<file path="src/rtl/conv_seq_pkg.sv">
// rtl/conv_seq_pkg.sv - shared types and constants for the convolution filter sequencer
package conv_seq_pkg;

  localparam int NUM_COEFFS  = 25;
  localparam int COEFF_WIDTH = 16;

  typedef enum logic [2:0] {
    IDLE,
    LOAD,
    LOAD_GAP,
    STREAM,
    DRAIN
  } seq_state_e;

  // Pixel counters must hold (w+1)*(h+1)-1 for the largest image.
  function automatic int pix_cnt_width(input int dim_width);
    return 2 * dim_width;
  endfunction

endpackage

</file>
<file path="src/rtl/conv_out_framer.sv">
// rtl/conv_out_framer.sv - frames filter output into valid/SOF pixels and counts completed frames
module conv_out_framer #(
  parameter int DIM_WIDTH = 10,
  parameter int PW        = conv_seq_pkg::pix_cnt_width(DIM_WIDTH)
) (
  input  logic          clk,
  input  logic          reset,
  input  logic          i_en,
  input  logic          i_clear,
  input  logic [PW-1:0] i_total_m1,
  input  logic          i_sync,
  input  logic [7:0]    i_data,
  output logic          o_valid,
  output logic          o_sof,
  output logic [7:0]    o_data,
  output logic          o_active,
  output logic          o_start,
  output logic [7:0]    o_frames_done
);
  import conv_seq_pkg::*;

  logic          r_active;
  logic [PW-1:0] r_cnt;
  logic [7:0]    r_frames;
  logic          r_valid;
  logic          r_sof;
  logic [7:0]    r_data;

  logic          w_start;
  logic          w_emit;
  logic [PW-1:0] w_idx;

  // A sync pulse inside an active frame is ignored; one right after the last pixel starts the next.
  assign w_start = i_en && !r_active && i_sync;
  assign w_emit  = w_start || (i_en && r_active);
  assign w_idx   = w_start ? '0 : r_cnt;

  always_ff @(posedge clk or negedge reset) begin
    if (!reset) begin
      r_active <= 1'b0;
      r_cnt    <= '0;
      r_frames <= '0;
      r_valid  <= 1'b0;
      r_sof    <= 1'b0;
      r_data   <= '0;
    end else begin
      r_valid <= w_emit;
      r_sof   <= w_start;
      r_data  <= w_emit ? i_data : 8'd0;
      if (i_clear) begin
        r_active <= 1'b0;
        r_cnt    <= '0;
        r_frames <= '0;
      end else if (w_emit) begin
        if (w_idx == i_total_m1) begin
          r_active <= 1'b0;
          r_cnt    <= '0;
          r_frames <= r_frames + 8'd1;
        end else begin
          r_active <= 1'b1;
          r_cnt    <= w_idx + PW'(1);
        end
      end else if (!i_en) begin
        r_active <= 1'b0;
        r_cnt    <= '0;
      end
    end
  end

  assign o_valid       = r_valid;
  assign o_sof         = r_sof;
  assign o_data        = r_data;
  assign o_active      = r_active;
  assign o_start       = w_start;
  assign o_frames_done = r_frames;

endmodule

</file>
<file path="src/rtl/conv_filter_sequencer.sv">
// rtl/conv_filter_sequencer.sv - loads the 5x5 mask, streams N frames into the filter, frames its output
module conv_filter_sequencer #(
  parameter int NUM_COEFFS    = conv_seq_pkg::NUM_COEFFS,
  parameter int COEFF_WIDTH   = conv_seq_pkg::COEFF_WIDTH,
  parameter int DIM_WIDTH     = 10,
  parameter int DRAIN_TIMEOUT = 1024
) (
  input  logic                   clk,
  input  logic                   reset,
  input  logic                   cfg_we,
  input  logic [4:0]             cfg_addr,
  input  logic [COEFF_WIDTH-1:0] cfg_wdata,
  input  logic                   start,
  input  logic [7:0]             num_frames,
  input  logic [DIM_WIDTH-1:0]   img_width_m1,
  input  logic [DIM_WIDTH-1:0]   img_height_m1,
  input  logic                   src_valid,
  input  logic [7:0]             src_data,
  output logic                   src_ready,
  output logic                   filt_config_load,
  output logic [COEFF_WIDTH-1:0] filt_coeff_in,
  output logic                   filt_frame_sync_in,
  output logic [7:0]             filt_data_in,
  output logic [DIM_WIDTH-1:0]   filt_image_width,
  output logic [DIM_WIDTH-1:0]   filt_image_height,
  input  logic                   filt_frame_sync_out,
  input  logic [7:0]             filt_data_out,
  output logic                   out_valid,
  output logic                   out_sof,
  output logic [7:0]             out_data,
  output logic                   busy,
  output logic                   done,
  output logic                   underrun,
  output logic                   timeout_err
);
  import conv_seq_pkg::*;

  localparam int PW = pix_cnt_width(DIM_WIDTH);
  localparam int TW = $clog2(DRAIN_TIMEOUT + 2);

  seq_state_e             r_state, w_next;
  logic [COEFF_WIDTH-1:0] r_bank [NUM_COEFFS];
  logic [4:0]             r_k;
  logic [DIM_WIDTH-1:0]   r_w, r_h;
  logic [7:0]             r_nf, r_frame_cnt;
  logic [PW-1:0]          r_pix_cnt, r_total_m1;
  logic [TW-1:0]          r_to_cnt;
  logic                   r_data_valid_sync;
  logic [7:0]             r_data_in;
  logic                   r_done, r_underrun, r_timeout;

  logic [PW-1:0]          w_wp1, w_hp1, w_total_m1;
  logic                   w_start_ok, w_last_pix, w_last_frame, w_frames_all, w_timeout;
  logic                   w_out_active, w_out_start;
  logic [7:0]             w_frames_done;

  assign w_wp1       = PW'(img_width_m1) + PW'(1);
  assign w_hp1       = PW'(img_height_m1) + PW'(1);
  assign w_total_m1  = w_wp1 * w_hp1 - PW'(1);

  assign w_start_ok   = (r_state == IDLE) && start && (num_frames != 8'd0);
  assign w_last_pix   = (r_pix_cnt == r_total_m1);
  assign w_last_frame = (r_frame_cnt == r_nf - 8'd1);
  assign w_frames_all = (w_frames_done == r_nf) && !w_out_active;
  // The counter starts at 1 on DRAIN entry so it counts the entry cycle as waited.
  assign w_timeout    = (r_to_cnt > TW'(DRAIN_TIMEOUT)) && !w_out_active && !w_out_start;

  always_ff @(posedge clk or negedge reset) begin
    if (!reset) r_state <= IDLE;
    else        r_state <= w_next;
  end

  always_comb begin
    w_next = r_state;
    unique case (r_state)
      IDLE:     if (w_start_ok) w_next = LOAD;
      LOAD:     if (r_k == 5'(NUM_COEFFS - 1)) w_next = LOAD_GAP;
      LOAD_GAP: w_next = STREAM;
      STREAM:   if (w_last_pix && w_last_frame) w_next = DRAIN;
      DRAIN:    if (w_frames_all || w_timeout) w_next = IDLE;
      default:  w_next = IDLE;
    endcase
  end

  always_ff @(posedge clk or negedge reset) begin
    if (!reset) begin
      for (int i = 0; i < NUM_COEFFS; i++) r_bank[i] <= '0;
      r_k               <= '0;
      r_w               <= '0;
      r_h               <= '0;
      r_nf              <= '0;
      r_frame_cnt       <= '0;
      r_pix_cnt         <= '0;
      r_total_m1        <= '0;
      r_to_cnt          <= '0;
      r_data_valid_sync <= 1'b0;
      r_data_in         <= '0;
      r_done            <= 1'b0;
      r_underrun        <= 1'b0;
      r_timeout         <= 1'b0;
    end else begin
      r_done            <= 1'b0;
      r_data_in         <= (r_state == STREAM && src_valid) ? src_data : 8'd0;
      r_data_valid_sync <= (r_state == STREAM) && (r_pix_cnt == '0);
      unique case (r_state)
        IDLE: begin
          if (cfg_we && cfg_addr < 5'(NUM_COEFFS)) r_bank[cfg_addr] <= cfg_wdata;
          if (start && num_frames == 8'd0) begin
            r_done <= 1'b1;
          end else if (w_start_ok) begin
            r_w         <= img_width_m1;
            r_h         <= img_height_m1;
            r_nf        <= num_frames;
            r_total_m1  <= w_total_m1;
            r_underrun  <= 1'b0;
            r_timeout   <= 1'b0;
            r_k         <= '0;
            r_pix_cnt   <= '0;
            r_frame_cnt <= '0;
          end
        end
        LOAD: r_k <= r_k + 5'd1;
        STREAM: begin
          if (!src_valid) r_underrun <= 1'b1;
          if (w_last_pix) begin
            r_pix_cnt   <= '0;
            r_frame_cnt <= r_frame_cnt + 8'd1;
          end else begin
            r_pix_cnt <= r_pix_cnt + PW'(1);
          end
          if (w_last_pix && w_last_frame) r_to_cnt <= TW'(1);
        end
        DRAIN: begin
          if (w_out_start || w_out_active) r_to_cnt <= '0;
          else                             r_to_cnt <= r_to_cnt + TW'(1);
          if (w_frames_all) begin
            r_done <= 1'b1;
          end else if (w_timeout) begin
            r_timeout <= 1'b1;
            r_done    <= 1'b1;
          end
        end
        default: ;
      endcase
    end
  end

  conv_out_framer #(
    .DIM_WIDTH (DIM_WIDTH),
    .PW        (PW)
  ) u_framer (
    .clk           (clk),
    .reset         (reset),
    .i_en          (r_state != IDLE),
    .i_clear       (w_start_ok),
    .i_total_m1    (r_total_m1),
    .i_sync        (filt_frame_sync_out),
    .i_data        (filt_data_out),
    .o_valid       (out_valid),
    .o_sof         (out_sof),
    .o_data        (out_data),
    .o_active      (w_out_active),
    .o_start       (w_out_start),
    .o_frames_done (w_frames_done)
  );

  assign src_ready          = (r_state == STREAM);
  assign filt_config_load   = (r_state == LOAD);
  assign filt_coeff_in      = (r_state == LOAD) ? r_bank[r_k] : '0;
  assign filt_frame_sync_in = r_data_valid_sync;
  assign filt_data_in       = r_data_in;
  assign filt_image_width   = r_w;
  assign filt_image_height  = r_h;
  assign busy               = (r_state != IDLE);
  assign done               = r_done;
  assign underrun           = r_underrun;
  assign timeout_err        = r_timeout;

endmodule

</file>
<file path="config.mk">
export PLATFORM = sky130hd
export DESIGN_NAME = conv_filter_sequencer
export DESIGN_NICKNAME = d
export VERILOG_FILES = /design/src/rtl/conv_seq_pkg.sv /design/src/rtl/conv_out_framer.sv /design/src/rtl/conv_filter_sequencer.sv
export SDC_FILE = /design/constraint.sdc
export NUM_CORES = 1
export LEC_CHECK = 0
export CORE_MARGIN = 2
export CORE_UTILIZATION = 30
export DETAILED_ROUTE_END_ITERATION = 10
export GPL_TIMING_DRIVEN = 0
export PLACE_DENSITY_LB_ADDON = 0.08
export SLEW_MARGIN = 20
export SYNTH_ARGS = -nofsm -noshare
export SYNTH_HDL_FRONTEND = slang
export SYNTH_SLANG_ARGS = --single-unit
export TNS_END_PERCENT = 50
</file>
<file path="constraint.sdc">
create_clock -name clk -period 3.1 [get_ports clk]
set_input_delay 0.31 -clock clk [delete_from_list [all_inputs] [get_ports clk]]
set_output_delay 0.31 -clock clk [all_outputs]
set_load 0.005 [all_outputs]
</file>
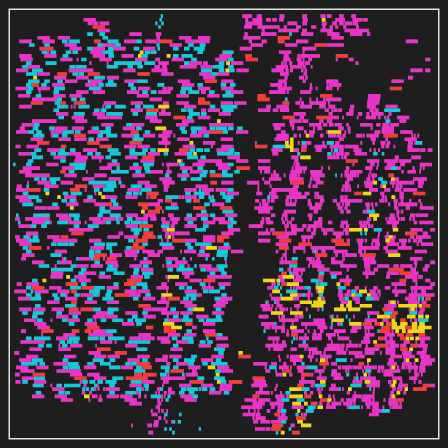
Run 1: drive-strength map
size	color	cells	share
x1 and smaller	magenta	1888	66%
x6 and larger	red	174	6.1%
x2	cyan	669	23%
x3 and x4	yellow	141	4.9%

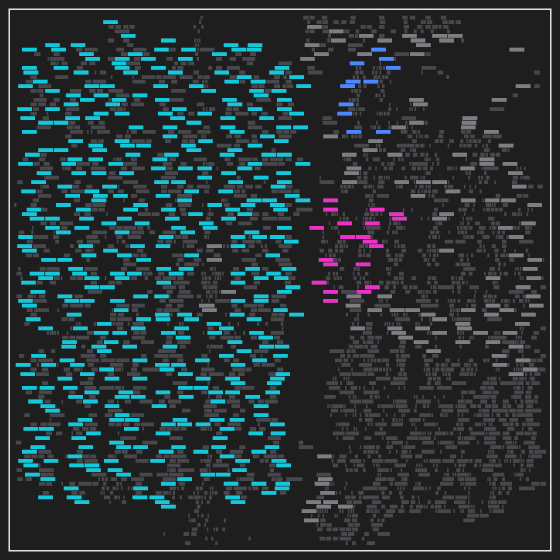
Run 1: where the registers sit
Other sequential cells in the stronger gray, the rest of the logic in the fainter gray.
name in the netlist	color	placed flops
r_bank	cyan	400
r_pix_cnt	magenta	20
r_to_cnt	blue	11
not colored	115

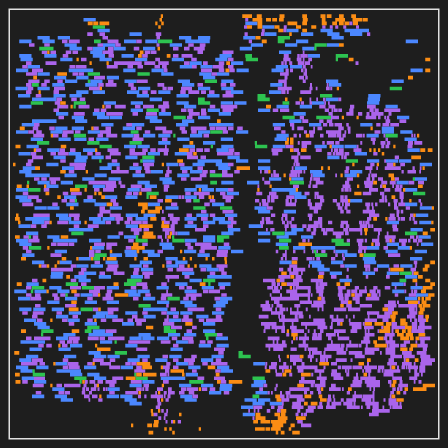
Run 1: placement by cell class
class	color	cells	share of their area
registers	blue	546	37%
remaining logic cells	purple	1788	46%
clock drivers and dummy loads	green	120	6.0%
remaining buffers and delay cells	orange	418	10%
cell area after layout: 0.0381 mm^2
core box area: 0.100 mm^2

==> reports/metrics.yaml, run 1 <==
run_status: "finished, violations left"
violated_checks: "setup timing"
worst_setup_path_startpoint: "img_width_m1[1]"
pwr-share-comb: 0.339
setup.worst_path.end: "r_total_m1[18]$_DFFE_PN0P_"
fin_nets: 3044
groute.layer.met3.usage: 0.0237
cts.reportedPaths.clkPinSlew_ps: 50
finalSetupViolCount: 32
netlist-cell-type-count: 79
routed-wl-met3_mm: 2.42
path_delay_family: "adder cells"
cp_max_fo: 5
num_rows: 116
whs_path_depth: 3
post_drt_via_cell_ratio: 4.95
postSynthNetCount: 2731
grtUsageTotal: 0.176
detail-route-antenna-nets: 0
critPathRequiredTime_ps: 3550
drt_wl_total_mm: 89.1
holdCritPathClass: "primary input to flip-flop"
highest_layer: "met4"
dr_total_vias: 20626
syn-mean-instance-area_um2: 12.0
power_mw: 22.7
cts_hold_repair.buffers: 13
clock_h_tree_levels: 3
synthArstFlopShare: 1.00
crit_top_cell: "sky130_fd_sc_hd__fa_1"
routedLengthMet1_mm: 39.4
routabilityCongestion: 0.814
busiest_layer: "met2"
cts_setup_buffers: 69
netSwitchingPower_mw: 7.36
hold-path-endpoint: "filt_image_width[8]$_DFFE_PN0P_"
antenna_found_initial: 0
slowest_cell_delay_on_critical_path_ps: 560
synth-seq-cells: 546
detailedRoute.firstIterationViolations: 1222
drc: 0
leakagePower_nw: 17.8
synth_top_area_share: 0.452
yosys_most_used_dff: "sky130_fd_sc_hd__dfrtp_1"
met2_usage: 0.305
reg2reg_setup_slack_ps: 140
power.ir.vdd_worst_v: 0.000812
switching_share: 0.324
clock_power_mw: 7.80
pwr-share-clk: 0.343
final.setup.worst_slack_ps: -1880
reg2reg_to: "r_bank[106]$_DFFE_PN0P_"
post-synth-top-count-cell: "sky130_fd_sc_hd__dfrtp_1"
clock_sink_count: 546
crit_path_start_kind: "primary input"
synth.cell_area_mm2: 0.0302
yosysTopAreaCell: "sky130_fd_sc_hd__dfrtp_1"
enable_flop_cells: 0
drt_pre_antenna_iters: 5
synth.yosys.warnings: 0
max_freq_ghz: 0.201
post-route-period-util: 1.61
crit_chain: "buf_12 > ha_4 > and3_4 > xor2_4 > clkbuf_16 > nand2_2 > fa_1 > fa_2 > inv_1 > fa_1 > fa_1 > inv_1 > fa_1 > inv_2 > ha_4 > nor2_2 > o2111ai_1 > a31o_2 > a311oi_2 > a21oi_1 > xnor2_1 > o21ai_0"
worstRegToRegCells: 9
final-hold-violation-count: 0
pg_comb_mw: 7.71
most_frequent_logic_cell_in_the_layout: "sky130_fd_sc_hd__dfrtp_1"
crit_cells: 22
critical_path.endpoint_type: "flip-flop"
placement.io_buffers: 129
finClkSkew_ps: 23.4
grt_pass1_wl_mm: 139
final_layout_size_suffix_gt1_frac: 0.343
worst_path_max_delay_cell: "sky130_fd_sc_hd__fa_1"
synth_chip_area_mm2: 0.0302
cts_buffers: 68
seq_area_frac_synth: 0.452
syn-instance-count: 2509
period_needed_ps: 4980
seq_cell_power_mw: 7.23
dp.final_hpwl_mm: 65.6
power_frac_seq: 0.318
wire_per_inst_um: 21.4
insertion_delay_ps: 610
lay_top_cells: "sky130_fd_sc_hd__dfrtp_1, sky130_fd_sc_hd__mux2_2, sky130_fd_sc_hd__nand2_1, sky130_fd_sc_hd__inv_1, sky130_fd_sc_hd__clkbuf_1"
worst_slew_pin_slew_ps: 1000
crit_arrival_ps: 5430
log.warning_count: 32
crit-reg2reg-launch: "r_state[0]$_DFFE_PN0P_"
cts-root-to-sink-buffers: 3
fillCellCount: 9629
top_power_group: "the clock network"
pre_cts_slack_ps: -3630
cts_tree: "done"
die-width_um: 321
unrepaired_setup_endpoints_after_global_routing: "yes"
placedCellCount: 3943
maximum_number_of_pins_on_one_net_before_global_route_repair: 98
chip_area_mm2: 0.103
cap_violations: 0
yosys-top-cells-count: "sky130_fd_sc_hd__dfrtp_1, sky130_fd_sc_hd__mux2_2, sky130_fd_sc_hd__nand2_1"
grt-ovfl-total: 0
internal-power_mw: 15.4
count_of_pins_on_the_block_boundary: 132
worstHoldStart: "img_width_m1[8]"
final_tally_of_max_slew_violations: 0
yosysCellCount: 2509
timing.max_slew.rel_slack: 0.332
setup.worst_path.class: "primary input to flip-flop"
total_met2_wirelength_after_detailed_routing_mm: 45.1
chipHeight_um: 321
quantity_of_gates_resized_following_cts: 462
cell_types_with_the_largest_area_share_after_synthesis: "sky130_fd_sc_hd__dfrtp_1, sky130_fd_sc_hd__mux2_2, sky130_fd_sc_hd__mux4_2"
power-per-cell-area_mw_per_mm2: 597
area_growth_pct: 26.0
cts_root_buffer: "sky130_fd_sc_hd__clkbuf_16"
worstPathBufferInverterCount: 5
n_antenna_cell: 0
non_filler_instance_count_after_layout: 4170
first_global_vias: 22389
## run 1: flip-flops by register name, indices dropped and copies added, names as in the netlist, 3 cells and up
name / cells
r_bank: 400
r_pix_cnt: 20
r_total_m1: 20
u_framer.r_cnt: 20
r_to_cnt: 11
filt_image_height: 10
filt_image_width: 10
filt_data_in: 8
r_frame_cnt: 8
r_nf: 8
u_framer.o_data: 8
u_framer.o_frames_done: 8
r_k: 5
r_state: 3
## run 1: cells by family (layout without fill, tap and decap cells)
kind of cell | count (synthesis) | after routing | share of synthesized area
fa+ha+maj | 151 | 151 | 0.0844
simple gates | 614 | 614 | 0.0978
xor+xnor | 106 | 106 | 0.0312
flops | 546 | 546 | 0.452
compound gates | 215 | 215 | 0.0481
mux | 551 | 551 | 0.245
buf+inv | 326 | 689 | 0.0412
## run 1: tightest hold or removal path, cell delays in order
cell,delay (ps)
sky130_fd_sc_hd__clkbuf_2,150
sky130_fd_sc_hd__nand2_1,90
sky130_fd_sc_hd__nand2_1,50
## run 1: per-stage QoR
step	hold slack [ps]	instance area [um^2]	setup TNS, ps	utilization
after floorplan	14.4	30400	-24730	-
after global placement	462	33300	-	0.333
after detailed placement	230	33500	-249840	0.335
after CTS	36.5	37600	-27850	0.376
after global routing	35.5	38100	-35000	0.381
final	47.5	38100	-28000	0.381
## run 1: final cells by class
cell class / instances / area, um^2 / area share
tap: 1298 / 1620 / 0.0426
clock inverter: 11 / 171 / 0.00450
multi-input combinational: 1637 / 16300 / 0.429
sequential: 546 / 13700 / 0.359
timing repair buffer: 249 / 2560 / 0.0671
buffer: 169 / 1140 / 0.0299
clock buffer: 109 / 2020 / 0.0530
inverter: 151 / 569 / 0.0150
Run 1, cell density map:
32 x 32 tiles, from black (low) to pale yellow (high), 0 to 100% covered.
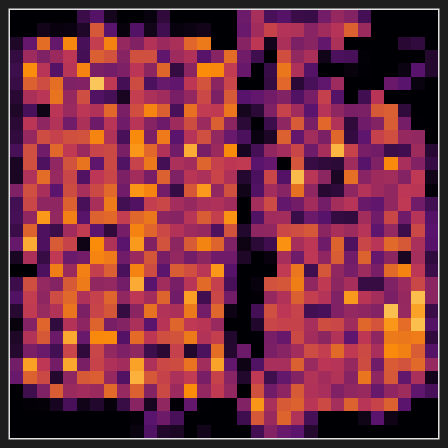

## Run 2: what changed since run 1
Clock period 3.1 ns to 5.1 ns, I/O delays scaled along.
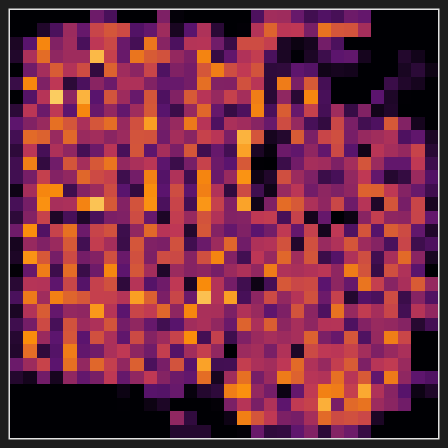
Run 2: cell density map
32 x 32 tiles, from black (low) to pale yellow (high), 0 to 100% covered.
nearly empty tiles	13%
mean over tiles	34%
emptiest ninth of the die	north-east
tiles over 75% full	2.4%
fullest tile	89%

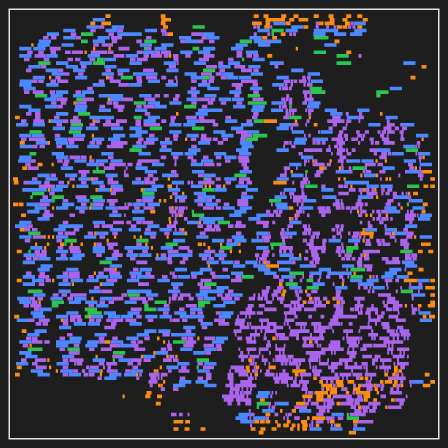
Run 2: placement by cell class
class	color	cells	share of their area
remaining buffers and delay cells	orange	357	7.6%
clock drivers and dummy loads	green	117	6.5%
registers	blue	546	39%
remaining logic cells	purple	1788	47%

==> run 2 against run 1 <==
  * Count of clock-buffer cells in the layout decreased by 14
  * Clock power decreased by 37%
  * Sequential power decreased by 39%
  * Critical path type unchanged
  * Largest cell class unchanged
  * Power decreased by 40%
  * Via count decreased by 0.93%
  * Utilization decreased by 1.4 points
  * Setup slack improved by 1800 ps
  * Non-clock buffer count decreased by 61
  * Cell area decreased by 3.7%
  * Synthesized cell count unchanged
  * The flow still finishes with violations (setup timing)
  * Combinational power decreased by 44%
==> reports/metrics.yaml, run 2 <==
run_status: "finished, violations left"
violated_checks: "setup timing"
top_power_group: "the clock network"
final.setup.worst_slack_ps: -49.6
clock_power_mw: 4.91
routabilityCongestion: 0.797
cts-root-to-sink-buffers: 3
internal-power_mw: 9.25
dp.final_hpwl_mm: 65.6
chip_area_mm2: 0.103
placedInstanceArea_mm2: 0.0335
cts_root_buffer: "sky130_fd_sc_hd__clkbuf_16"
cts_hold_repair.buffers: 1
max_freq_ghz: 0.194
most_frequent_logic_cell_in_the_layout: "sky130_fd_sc_hd__dfrtp_1"
drt_pre_antenna_iters: 5
chipHeight_um: 321
synth_top_area_share: 0.452
postSynthNetCount: 2731
post_drt_via_cell_ratio: 4.97
drc: 0
seq_area_mm2: 0.0137
post-route-period-util: 1.01
setup.worst_path.class: "primary input to flip-flop"
cp_max_fo: 8
cts_buffers: 71
wire_per_inst_um: 21.2
slowest_cell_delay_on_critical_path_ps: 540
period_needed_ps: 5150
insertion_delay_ps: 630
power_frac_seq: 0.323
syn-mean-instance-area_um2: 12.0
final_tally_of_max_slew_violations: 0
yosysTopAreaCell: "sky130_fd_sc_hd__dfrtp_1"
power-per-cell-area_mw_per_mm2: 371
synth.yosys.warnings: 0
crit_path_start_kind: "primary input"
count_of_pins_on_the_block_boundary: 132
finalSetupViolCount: 1
enable_flop_cells: 0
netlist-cell-type-count: 79
synthArstFlopShare: 1.00
placedCellCount: 3943
netSwitchingPower_mw: 4.35
grt-ovfl-total: 0
largest_register_ffs: 400
holdCritPathClass: "primary input to flip-flop"
final_core_utilization: 0.367
timing.hold.ws_ps: 110
grt_pass1_wl_mm: 135
non_filler_instance_count_after_layout: 4108
critical_path.endpoint_type: "flip-flop"
cell_types_with_the_largest_area_share_after_synthesis: "sky130_fd_sc_hd__dfrtp_1, sky130_fd_sc_hd__mux2_2, sky130_fd_sc_hd__mux4_2"
yosys-top-cells-count: "sky130_fd_sc_hd__dfrtp_1, sky130_fd_sc_hd__mux2_2, sky130_fd_sc_hd__nand2_1"
grtUsageTotal: 0.171
clock_h_tree_levels: 3
seq_cell_power_mw: 4.39
area_growth_pct: 21.4
cap_violations: 0
synth-seq-cells: 546
pg_comb_mw: 4.30
drt_wl_total_mm: 87.3
leakagePower_nw: 17.2
maximum_number_of_pins_on_one_net_before_global_route_repair: 100
worst_slew_pin_slew_ps: 1170
pwr-share-clk: 0.361
power_mw: 13.6
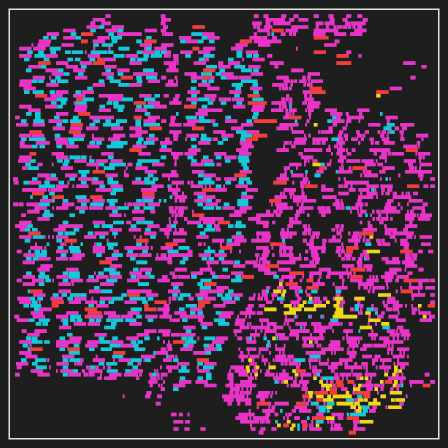
Run 2: drive-strength map
size	color	cells	share
x3 and x4	yellow	99	3.5%
x1 and smaller	magenta	2005	71%
x6 and larger	red	119	4.2%
x2	cyan	585	21%

run 2: routing by layer:
metal  vias to the layer above  share of wire  GRT usage
met5                         -              0          0
met4                         0          0.027     0.0520
met3                       108          0.032     0.0290
met2                       307           0.49      0.287
met1                     10728           0.45      0.225
li1                       9292              -          -
run 2: kinds of logic after synthesis:
family | Yosys count | synth area share
AND/OR/NAND/NOR | 614 | 0.0978
multiplexers | 551 | 0.245
flip-flops | 546 | 0.452
buffers and inverters | 326 | 0.0412
AND-OR/OR-AND | 215 | 0.0481
adder cells (fa/ha/maj) | 151 | 0.0844
XOR/XNOR | 106 | 0.0312
run 2: worst paths after layout:
check | startpoint | end | slack [ps] | cells after the start
min reg2reg | filt_image_height[6]$_DFFE_PN0P_ | filt_image_height[6]$_DFFE_PN0P_ | 480 | 2
max | img_width_m1[1] | r_total_m1[19]$_DFFE_PN0P_ | -50 | 23
min | img_width_m1[1] | filt_image_width[1]$_DFFE_PN0P_ | 110 | 3
min in group asynchronous | reset | filt_image_width[4]$_DFFE_PN0P_ | 410 | 2
max in group asynchronous | reset | r_bank[326]$_DFFE_PN0P_ | 2960 | 5
max reg2reg | r_state[0]$_DFFE_PN0P_ | u_framer.r_cnt[18]$_DFFE_PN0P_ | 1190 | 13
run 2: area by class of cell:
| class | instances | share of cell area |
|---|---|---|
| clock buffers | 95 | 0.0539 |
| multi-input cells | 1637 | 0.433 |
| plain buffers | 174 | 0.0228 |
| flip-flops and latches | 546 | 0.372 |
| clock inverters | 22 | 0.00812 |
| repair buffers | 183 | 0.0497 |
| diodes | 2 | 0.000136 |
| well taps | 1298 | 0.0443 |
| inverters | 151 | 0.0155 |
Run 2, where the registers sit:
Other sequential cells in the stronger gray, the rest of the logic in the fainter gray.
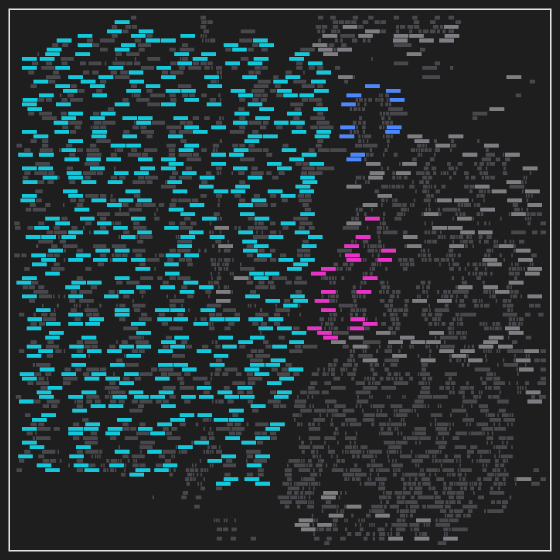

## Run 3: what changed since run 2
Settings changed: CORE_UTILIZATION 30 to 39.
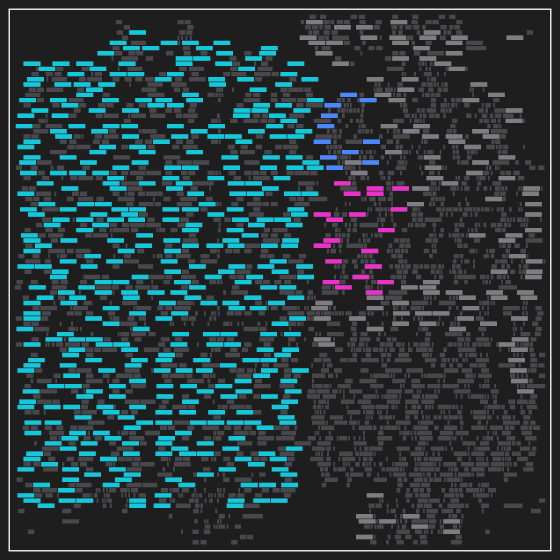
Run 3: where the registers sit
Other sequential cells in the stronger gray, the rest of the logic in the fainter gray.
name in the netlist	color	placed flops
r_to_cnt	blue	11
r_bank	cyan	400
r_pix_cnt	magenta	20
not colored	115
footprint of the flip-flops and latches: 0.0137 mm^2
flip-flop and latch share of the layout cell area: 0.376
fin util: 0.472
power consumed by sequential cells: 4.39 mW

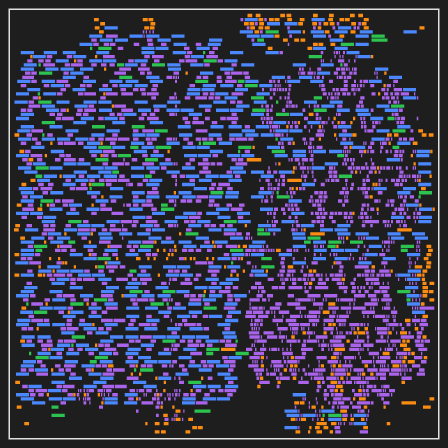
Run 3: placement by cell class
class	color	cells	share of their area
registers	blue	546	39%
remaining logic cells	purple	1788	47%
clock drivers and dummy loads	green	119	6.4%
remaining buffers and delay cells	orange	357	7.6%
row count: 102
cell area after layout: 0.0364 mm^2
core box area: 0.0771 mm^2

==> run 3 against run 2 <==
  * The run still ends with setup timing left
  * Cell count fell by 6.3%
  * Sequential cell count stayed put
  * Critical path depth did not move
  * Critical endpoint unchanged
  * Utilization grew 10 points
  * First-iteration DRC count grew 9.3%
==> reports/metrics.yaml, run 3 <==
final.setup.worst_slack_ps: -22.9
first_global_vias: 21664
postSynthNetCount: 2731
timing.hold.ws_ps: 130
post_drt_via_cell_ratio: 5.28
bufAreaShareNonClock: 0.0733
violated_checks: "setup timing"
cell_types_with_the_largest_area_share_after_synthesis: "sky130_fd_sc_hd__dfrtp_1, sky130_fd_sc_hd__mux2_2, sky130_fd_sc_hd__mux4_2"
count_of_pins_on_the_block_boundary: 132
syn-instance-count: 2509
crit_chain: "buf_12 > ha_4 > and3_4 > and3_4 > xor2_4 > buf_8 > buf_4 > and2_1 > fa_1 > inv_1 > fa_1 > fa_1 > inv_1 > fa_1 > ha_4 > ha_4 > and4_4 > and3_4 > nand3_4 > a21oi_4 > o211ai_1 > and3_1 > o31ai_2"
n_antenna_cell: 0
routabilityCongestion: 0.816
setup.worst_path.end: "r_total_m1[19]$_DFFE_PN0P_"
unrepaired_setup_endpoints_after_global_routing: "yes"
drc: 0
worstHoldStart: "img_width_m1[1]"
yosysTopAreaCell: "sky130_fd_sc_hd__dfrtp_1"
cts_setup_buffers: 36
die-width_um: 282
cts_buffers: 66
most_frequent_logic_cell_in_the_layout: "sky130_fd_sc_hd__dfrtp_1"
cp_max_fo: 6
clkCellAreaFrac: 0.0616
max_freq_ghz: 0.195
path_delay_family: "adder cells"
critical_path.endpoint_type: "flip-flop"
fin_nets: 2981
maximum_number_of_pins_on_one_net_before_global_route_repair: 98
drt_pre_antenna_iters: 7
cts-root-to-sink-buffers: 3
critPathRequiredTime_ps: 5610
worstPathBufferInverterCount: 5
dp.final_hpwl_mm: 60.1
quantity_of_gates_resized_following_cts: 167
holdCritPathClass: "primary input to flip-flop"
run_status: "finished, violations left"
period_needed_ps: 5120
drt_wl_total_mm: 80.7
finalSetupViolCount: 1
final-hold-violation-count: 0
synth_top_area_share: 0.452
synth-xor-area-share: 0.0312
worst_setup_path_startpoint: "img_width_m1[0]"
logic_gate_count: 1637
placement.io_buffers: 129
worst_slew_pin_slew_ps: 952
slowest_cell_delay_on_critical_path_ps: 590
cts_hold_repair.buffers: 1
power-per-cell-area_mw_per_mm2: 375
worstRegToRegCells: 14
clock_sink_count: 546
sequential_cell_total: 546
crit-reg2reg-launch: "r_state[0]$_DFFE_PN0P_"
reg2reg_to: "u_framer.r_cnt[16]$_DFFE_PN0P_"
post-route-period-util: 1.00
power_mw: 13.7
reg2reg_setup_slack_ps: 1220
post_synthesis_adder_cell_area_fraction: 0.0844
synth.cell_area_mm2: 0.0302
synth_chip_area_mm2: 0.0302
largest_register_ffs: 400
tapCellCount: 1040
setup.worst_path.class: "primary input to flip-flop"
placedCellCount: 3684
yosys_most_used_dff: "sky130_fd_sc_hd__dfrtp_1"
largest-register: "r_bank"
comb_area_share: 0.438
pre_cts_slack_ps: -1740
non_filler_instance_count_after_layout: 3850
finalSetupTns_ps: -22.9
cap_violations: 0
finClkSkew_ps: 20.4
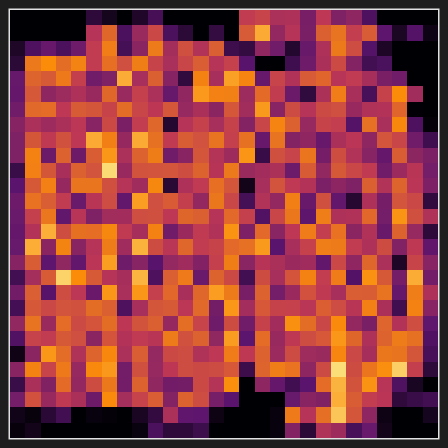
Run 3: cell density map
28 x 28 tiles, from black (low) to pale yellow (high), 0 to 100% covered.
fullest tile	93%
emptiest ninth of the die	north-east
mean over tiles	44%

## run 3: cell types whose count changed in the layout (fill, tap and decap cells not counted), sizes merged
cell / delta
buf: +6
clkbuf: +1
clkdlybuf4s15: +1
clkinv: -5
diode: -2
dlygate4sd2: +2
dlymetal6s2s: -2
inv: -1
## run 3: power by group
part,internal (mW),total (mW),switching [mW]
Sequential,4.36,4.39,0.0303
Combinational,2.08,4.46,2.38
Clock,2.91,4.80,1.90
Total,9.35,13.7,4.30
## run 3: cell families (layout without fill, tap and decap cells)
logic type | count (synthesis) | count (layout)
AND-OR/OR-AND | 215 | 215
XOR/XNOR | 106 | 106
adder cells (fa/ha/maj) | 151 | 151
buffers and inverters | 326 | 627
flip-flops | 546 | 546
multiplexers | 551 | 551
AND/OR/NAND/NOR | 614 | 614
## run 3: worst reg2reg max path, stage by stage (launching register included)
cell                       delay (ps)
sky130_fd_sc_hd__dfrtp_1          360
sky130_fd_sc_hd__buf_2            180
sky130_fd_sc_hd__nor3_4           410
sky130_fd_sc_hd__inv_2            160
sky130_fd_sc_hd__nand3_2          190
sky130_fd_sc_hd__buf_2            260
sky130_fd_sc_hd__clkbuf_1         440
sky130_fd_sc_hd__and2_1           230
sky130_fd_sc_hd__ha_1             220
sky130_fd_sc_hd__and3_1           240
sky130_fd_sc_hd__nand4_1          210
sky130_fd_sc_hd__nor4_1           420
sky130_fd_sc_hd__nand2_1          120
sky130_fd_sc_hd__xor2_1           180
sky130_fd_sc_hd__a22o_1           170
## run 3: per-layer routing
metal | GRT usage | up-vias | part of all wire
li1 | - | 9322 | -
met1 | 0.275 | 10573 | 0.44
met2 | 0.356 | 328 | 0.50
met3 | 0.0299 | 98 | 0.034
met4 | 0.0574 | 0 | 0.026
met5 | 0 | - | 0
No activity file was given, so power comes from the tool's default toggle rates.
